$ cat src/rtl/sdh_tx_pkg.sv
// sdh_tx_pkg: shared scheduler state encoding and STM-1 payload constants
package sdh_tx_pkg;
  typedef enum logic [1:0] {ST_IDLE, ST_RUN, ST_DRAIN} sched_st_e;
  localparam int STM1_PAYLOAD_BYTES = 2349;
  localparam logic [7:0] SDH_FILL_BYTE = 8'h00;
endpackage

$ cat src/rtl/sdh_tx_payload_sched_if.sv
// sdh_tx_payload_sched_if: transmitter payload request and tributary FIFO head signals
interface sdh_tx_payload_sched_if #(parameter int NUM_CH = 4);
  logic                sdh_tx_din_req;
  logic [7:0]          sdh_tx_din;
  logic                frame_start;
  logic [NUM_CH*8-1:0] ch_data;
  logic [NUM_CH-1:0]   ch_valid;
  logic [NUM_CH-1:0]   ch_enable;
  logic [NUM_CH-1:0]   ch_pop;
  modport master (input sdh_tx_din_req, ch_data, ch_valid, ch_enable, output sdh_tx_din, frame_start, ch_pop);
  modport slave (output sdh_tx_din_req, ch_data, ch_valid, ch_enable, input sdh_tx_din, frame_start, ch_pop);
endinterface

$ cat src/rtl/sdh_sat_cnt.sv
// sdh_sat_cnt: saturating up-counter, clear takes priority over increment
module sdh_sat_cnt #(parameter int W = 16) (
  input  logic         clk,
  input  logic         rst_n,
  input  logic         i_inc,
  input  logic         i_clr,
  output logic [W-1:0] o_cnt
);
  logic [W-1:0] r_cnt;
  always_ff @(posedge clk or negedge rst_n)
    if (!rst_n) r_cnt <= '0;
    else if (i_clr) r_cnt <= '0;
    else if (i_inc && !(&r_cnt)) r_cnt <= r_cnt + 1'b1;
  assign o_cnt = r_cnt;
endmodule

$ cat src/rtl/sdh_tx_payload_sched.sv
// sdh_tx_payload_sched: round-robin byte interleaver feeding the SDH transmitter payload input
module sdh_tx_payload_sched import sdh_tx_pkg::*; #(
  parameter int         NUM_CH        = 4,
  parameter int         PAYLOAD_BYTES = STM1_PAYLOAD_BYTES,
  parameter logic [7:0] FILL_BYTE     = SDH_FILL_BYTE,
  parameter int         CNT_W         = 16
) (
  input  logic                  sdh_clk,
  input  logic                  rst_n,
  sdh_tx_payload_sched_if.master tx,
  input  logic                  sched_en,
  output logic [NUM_CH-1:0]     underrun_pulse,
  output logic [CNT_W-1:0]      underrun_cnt,
  input  logic                  cnt_clr,
  output logic                  sched_busy
);
  localparam int SW = NUM_CH > 1 ? $clog2(NUM_CH) : 1;
  localparam int BW = $clog2(PAYLOAD_BYTES);
  sched_st_e       r_state, w_state_nxt;
  logic [SW-1:0]   r_slot;
  logic [BW-1:0]   r_byte_cnt;
  logic [7:0]      r_din;
  logic            r_fs;
  logic [NUM_CH-1:0] r_ur;
  logic            w_active, w_serve, w_last, w_hit, w_underrun;
  logic [NUM_CH-1:0] w_owner;
  assign w_active   = r_state != ST_IDLE;
  assign w_serve    = tx.sdh_tx_din_req && w_active;
  assign w_last     = r_byte_cnt == BW'(PAYLOAD_BYTES - 1);
  assign w_owner    = NUM_CH'(1) << r_slot;
  assign w_hit      = w_serve && tx.ch_enable[r_slot] && tx.ch_valid[r_slot];
  assign w_underrun = w_serve && tx.ch_enable[r_slot] && !tx.ch_valid[r_slot];
  assign tx.ch_pop      = (rst_n && w_hit) ? w_owner : '0;
  assign tx.sdh_tx_din  = r_din;
  assign tx.frame_start = r_fs;
  assign underrun_pulse = r_ur;
  assign sched_busy     = w_active;
  // RUN and DRAIN schedule alike; DRAIN only differs in falling back to IDLE at frame end
  always_comb begin
    w_state_nxt = r_state;
    w_state_nxt = sched_en ? ST_RUN : (!w_active || (w_serve && w_last)) ? ST_IDLE : ST_DRAIN;
  end
  always_ff @(posedge sdh_clk or negedge rst_n)
    if (!rst_n) begin
      r_state    <= ST_IDLE;
      r_slot     <= '0;
      r_byte_cnt <= '0;
      r_din      <= FILL_BYTE;
      r_fs       <= 1'b0;
      r_ur       <= '0;
    end else begin
      r_state <= w_state_nxt;
      r_fs    <= w_serve && r_byte_cnt == '0;
      r_ur    <= w_underrun ? w_owner : '0;
      if (tx.sdh_tx_din_req) r_din <= w_hit ? tx.ch_data[r_slot*8 +: 8] : FILL_BYTE;
      // frame length is not a multiple of NUM_CH, so the slot is forced back to 0 each frame
      if (w_serve) begin
        r_byte_cnt <= w_last ? '0 : r_byte_cnt + 1'b1;
        r_slot     <= (w_last || r_slot == SW'(NUM_CH - 1)) ? '0 : r_slot + 1'b1;
      end
    end
  sdh_sat_cnt #(.W(CNT_W)) u_cnt (
    .clk(sdh_clk), .rst_n(rst_n), .i_inc(w_underrun), .i_clr(cnt_clr), .o_cnt(underrun_cnt)
  );
endmodule

$ cat src/flat_wrapper.sv
// flat-port wrapper written by rule: the top's interface ports become plain ports
module sdh_tx_payload_sched_flat import sdh_tx_pkg::*;
#(
  parameter int         NUM_CH        = 4,
  parameter int         PAYLOAD_BYTES = STM1_PAYLOAD_BYTES,
  parameter logic [7:0] FILL_BYTE     = SDH_FILL_BYTE,
  parameter int         CNT_W         = 16
)
  (sdh_clk, rst_n, sched_en, underrun_pulse, underrun_cnt, cnt_clr, sched_busy, tx_sdh_tx_din_req, tx_ch_data, tx_ch_valid, tx_ch_enable, tx_sdh_tx_din, tx_frame_start, tx_ch_pop);
  sdh_tx_payload_sched_if #(.NUM_CH(NUM_CH)) tx_i ();
  input  logic sdh_clk;
  input  logic rst_n;
  input  logic sched_en;
  output logic [NUM_CH-1:0] underrun_pulse;
  output logic [CNT_W-1:0] underrun_cnt;
  input  logic cnt_clr;
  output logic sched_busy;
  input wire logic [$bits(tx_i.sdh_tx_din_req)-1:0] tx_sdh_tx_din_req;
  input wire logic [$bits(tx_i.ch_data)-1:0] tx_ch_data;
  input wire logic [$bits(tx_i.ch_valid)-1:0] tx_ch_valid;
  input wire logic [$bits(tx_i.ch_enable)-1:0] tx_ch_enable;
  output wire logic [$bits(tx_i.sdh_tx_din)-1:0] tx_sdh_tx_din;
  output wire logic [$bits(tx_i.frame_start)-1:0] tx_frame_start;
  output wire logic [$bits(tx_i.ch_pop)-1:0] tx_ch_pop;
  assign tx_i.sdh_tx_din_req = tx_sdh_tx_din_req;
  assign tx_i.ch_data = tx_ch_data;
  assign tx_i.ch_valid = tx_ch_valid;
  assign tx_i.ch_enable = tx_ch_enable;
  assign tx_sdh_tx_din = tx_i.sdh_tx_din;
  assign tx_frame_start = tx_i.frame_start;
  assign tx_ch_pop = tx_i.ch_pop;
  sdh_tx_payload_sched #(.NUM_CH(NUM_CH), .PAYLOAD_BYTES(PAYLOAD_BYTES), .FILL_BYTE(FILL_BYTE), .CNT_W(CNT_W)) u_core (.sdh_clk(sdh_clk), .rst_n(rst_n), .tx(tx_i), .sched_en(sched_en), .underrun_pulse(underrun_pulse), .underrun_cnt(underrun_cnt), .cnt_clr(cnt_clr), .sched_busy(sched_busy));
endmodule
$ cat config.mk
export PLATFORM = sky130hd
export DESIGN_NAME = sdh_tx_payload_sched_flat
export DESIGN_NICKNAME = d
export VERILOG_FILES = /design/src/rtl/sdh_tx_pkg.sv /design/src/rtl/sdh_tx_payload_sched_if.sv /design/src/rtl/sdh_sat_cnt.sv /design/src/rtl/sdh_tx_payload_sched.sv /design/src/flat_wrapper.sv
export SDC_FILE = /design/constraint.sdc
export NUM_CORES = 1
export LEC_CHECK = 0
export CORE_ASPECT_RATIO = 2
export CORE_MARGIN = 8
export CORE_UTILIZATION = 35
export CTS_BUF_LIST = sky130_fd_sc_hd__clkbuf_4 sky130_fd_sc_hd__clkbuf_8 sky130_fd_sc_hd__clkbuf_16
export DETAILED_ROUTE_END_ITERATION = 8
export SYNTH_ARGS = -nofsm -noshare
export SYNTH_HDL_FRONTEND = slang
export SYNTH_SLANG_ARGS = --single-unit
$ cat constraint.sdc
create_clock -name sdh_clk -period 4.8 [get_ports sdh_clk]
set_input_delay 0.72 -clock sdh_clk [delete_from_list [all_inputs] [get_ports sdh_clk]]
set_output_delay 0.72 -clock sdh_clk [all_outputs]
set_load 0.1 [all_outputs]
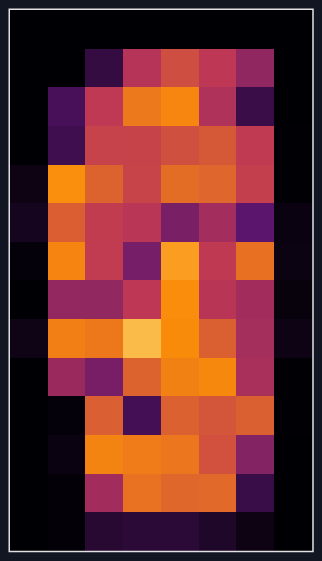
(images/density.png)
Drawn at 4 px/um. The die is cut into 8 by 14 equal tiles; black is low, pale yellow is high, 0 to 100% covered.
- nearly empty tiles: 28%
- densest ninth of the die: middle
- fullest tile: 85%
- mean over tiles: 33%

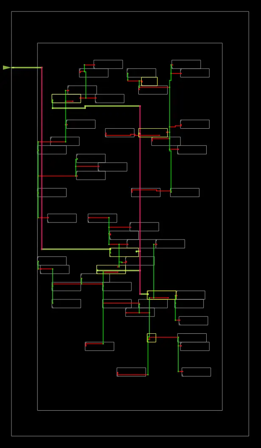
(images/final_clocks.png)
Num CTS Buffers: 5
Late-Pin Clk Latency: 280 ps
clock buffers: 7
Clock Skew: 4.37 ps

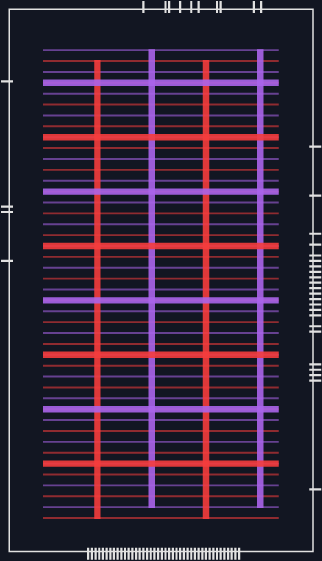
(images/pdn.png)
Drawn at 4 px/um. Pins as bars on the die edge.
- red: VSS
- purple: VDD
- signal pins: 79
- met5 straps: 8
- rows: 43
Die H: 135 um
die x size: 75.6 um

==> notes.md <==
yosys + openroad results -> CTS Hold Bufs=0, initial core utilization=36.1%, post-layout period usage=70.0%, hold_ws=380 ps, # Cells Yosys=233, sequential share of power=37.9%, most frequent CP cell=and3_1, Area after DPL=3340 um2, WP depth=4, highest routed metal layer=met4, RSZ-0062 raised after global routing=no, CP endpoint kind=primary output, FA/HA/MAJ Cells, Area Fraction=3.52%, Final clock-cell share=4.20%, met1 global-route usage=15.0%, Distinct cells, synth=38, Buffers excl. clock=79, Final GP Congestion=0.799, mux share=10.4%, detailed placer's ending HPWL=5700 um, critical path class=reg -> out, WL per Instance=18.4 um, Critical Path Start=u_core.r_slot[0]$_DFFE_PN0P_, r2r endpoint=u_core.u_cnt.o_cnt[13]$_DFFE_PN0P_, Final Slew Violations=0, top cells by count=dfrtp_1, nor2_1, a21oi_1, inv_1, wire length on met2=4260 um, clock slew at reported path FFs=60 ps, ant diodes=0, leakage power=1.39 nW, Clk pwr share=25.7%, Final nets=363, logic share of the area=36.8%, vias in the first global route=2252, vias per cell=5.44, max incr delay on CP=860 ps, Area-dominant class=combinational gates, area grow syn2layout=40.3%, Root Driver=clkbuf_16, comb area leader=simple AND/OR/NAND/NOR gates, Gate power share=36.3%, Power Clock=0.000347 W, Sink Count=45, internal power=0.000828 W, CTS tree=done, top-area cell type share of the netlist area=45.3%, pre-CTS WS=1330 ps, Primary FF master, synth=dfrtp_1, port buffer count=78, Tot Pwr=0.00135 W, P_comb=0.000489 W, Core ar.=6890 um2, fmax=0.298 GHz, Final ANT Viol Nets=0, Placed Cells=394, design area=3490 um2, Commonest Layout Cell=clkdlybuf4s50_1, Signal buf overhead=22.2%, tool warning count=30, Largest register FFs=16, DRT Pass-1 Iters=4, largest power group=registers, most common cell in the netlist=dfrtp_1, most used routing layer=met2, RR Startpoint=u_core.r_slot[0]$_DFFE_PN0P_, Post-CTS Setup Bufs=0, dominant logic cell types in the final layout=clkdlybuf4s50_1, dfrtp_1, nor2_1, first-pass GRT wire length=11700 um, global-route congestion overflow total=0, metal1 wirelength=2610 um, Resized cells post-CTS=0, buffers and inverters on the worst path=1, initial antenna violation count=0, tap cells=90, Logic cell area=1280 um2, grt met3 use=3.12%, switch share=38.5%, drt drc=0, comb_multi_in=168, P_sw=0.000518 W, Final WS setup=1440 ps, final cell count without fillers=401, ys async rst share=100%, Final min period=3360 ps, Seq area share=32.3%, Slew headroom=30.9%, pwr dens=386 nW/um2, Post-synth EDFFs=0, post-synthesis sequential area ratio=45.3%, Syn Area/Cell=10.7 um2, CP top delay family=flip-flops, Synthesized Nets=285, pin count of the biggest net entering global routing=31, Cell area leaders=dfrtp_1, mux4_2, ha_1, crit path max fanout=15, setup slack, reg-to-reg=1470 ps, Setup TNS Final=0 ps, Synthesized registers=45, IO Pins=79, final tally of setup violations=0, met3 WL post-DR=350 um, Syn. warnings=0, initial DRC count=121, Max Cap Viol=0, YS chip area=2480 um2, flip-flops=45, CP arrival=2640 ps, simple-gate portion of the synthesized area=20.7%, Slew @ Worst Pin=1030 ps, worst-case reg-to-reg path depth=4, Rows=43, inverters=12, Total Routing Usage GR=15.2%, clk buf depth=2, layout cells sized above 1=9.97%, Crit path required time=4080 ps, VDD IR-drop max=0.261 mV, count of filler cells inserted in the layout=686, yosys aoi share=13.4%, Cell Area, Synth=2480 um2, Fin. Hold Viols=0, CP max stage cell=dfrtp_1, outcome=complete, no violations, Startpoint Class=flop, Critical path destination=tx_ch_pop[1], XOR/XNOR Fraction of Synth Area=3.52%, CTS H-tree lvls=2, cell count after synthesis=233, Hold/Removal Path Class=in -> async, cell-by-cell trace of the critical path=mux4_2 > and3_1 > and3_1 > buf_4, Yosys top cell by area=dfrtp_1
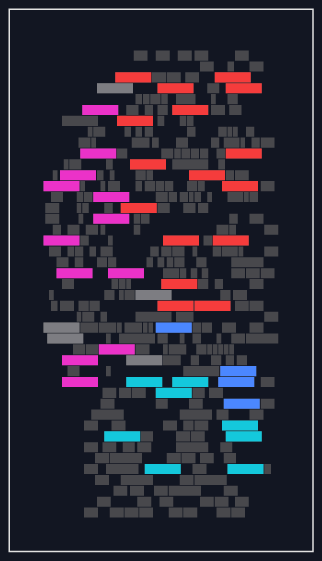
(images/registers.png)
Drawn at 4 px/um.
- magenta: u_core.r_byte_cnt (flops 12)
- cyan: u_core.tx.sdh_tx_din (flops 8)
- blue: u_core.underrun_pulse (flops 4)
- red: u_core.u_cnt.o_cnt (flops 16)
- not coloured: 5
Seq group: 0.000511 W
final core utilization: 50.6%
Reg area: 1130 um2

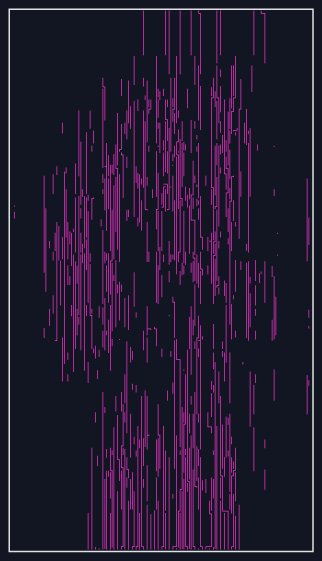
(images/met2.png)
Drawn at 4 px/um.
- nets with wire on the layer: 315
- main direction: vertical
- share of all routed wire: 58%
- longest straight run: 47.9 um
- wire length on this layer: 4260 um
vias: 2181
Detailed Route WL: 7370 um
met2 Use GR: 28.4%

No activity file was given, so power comes from the tool's default toggle rates.
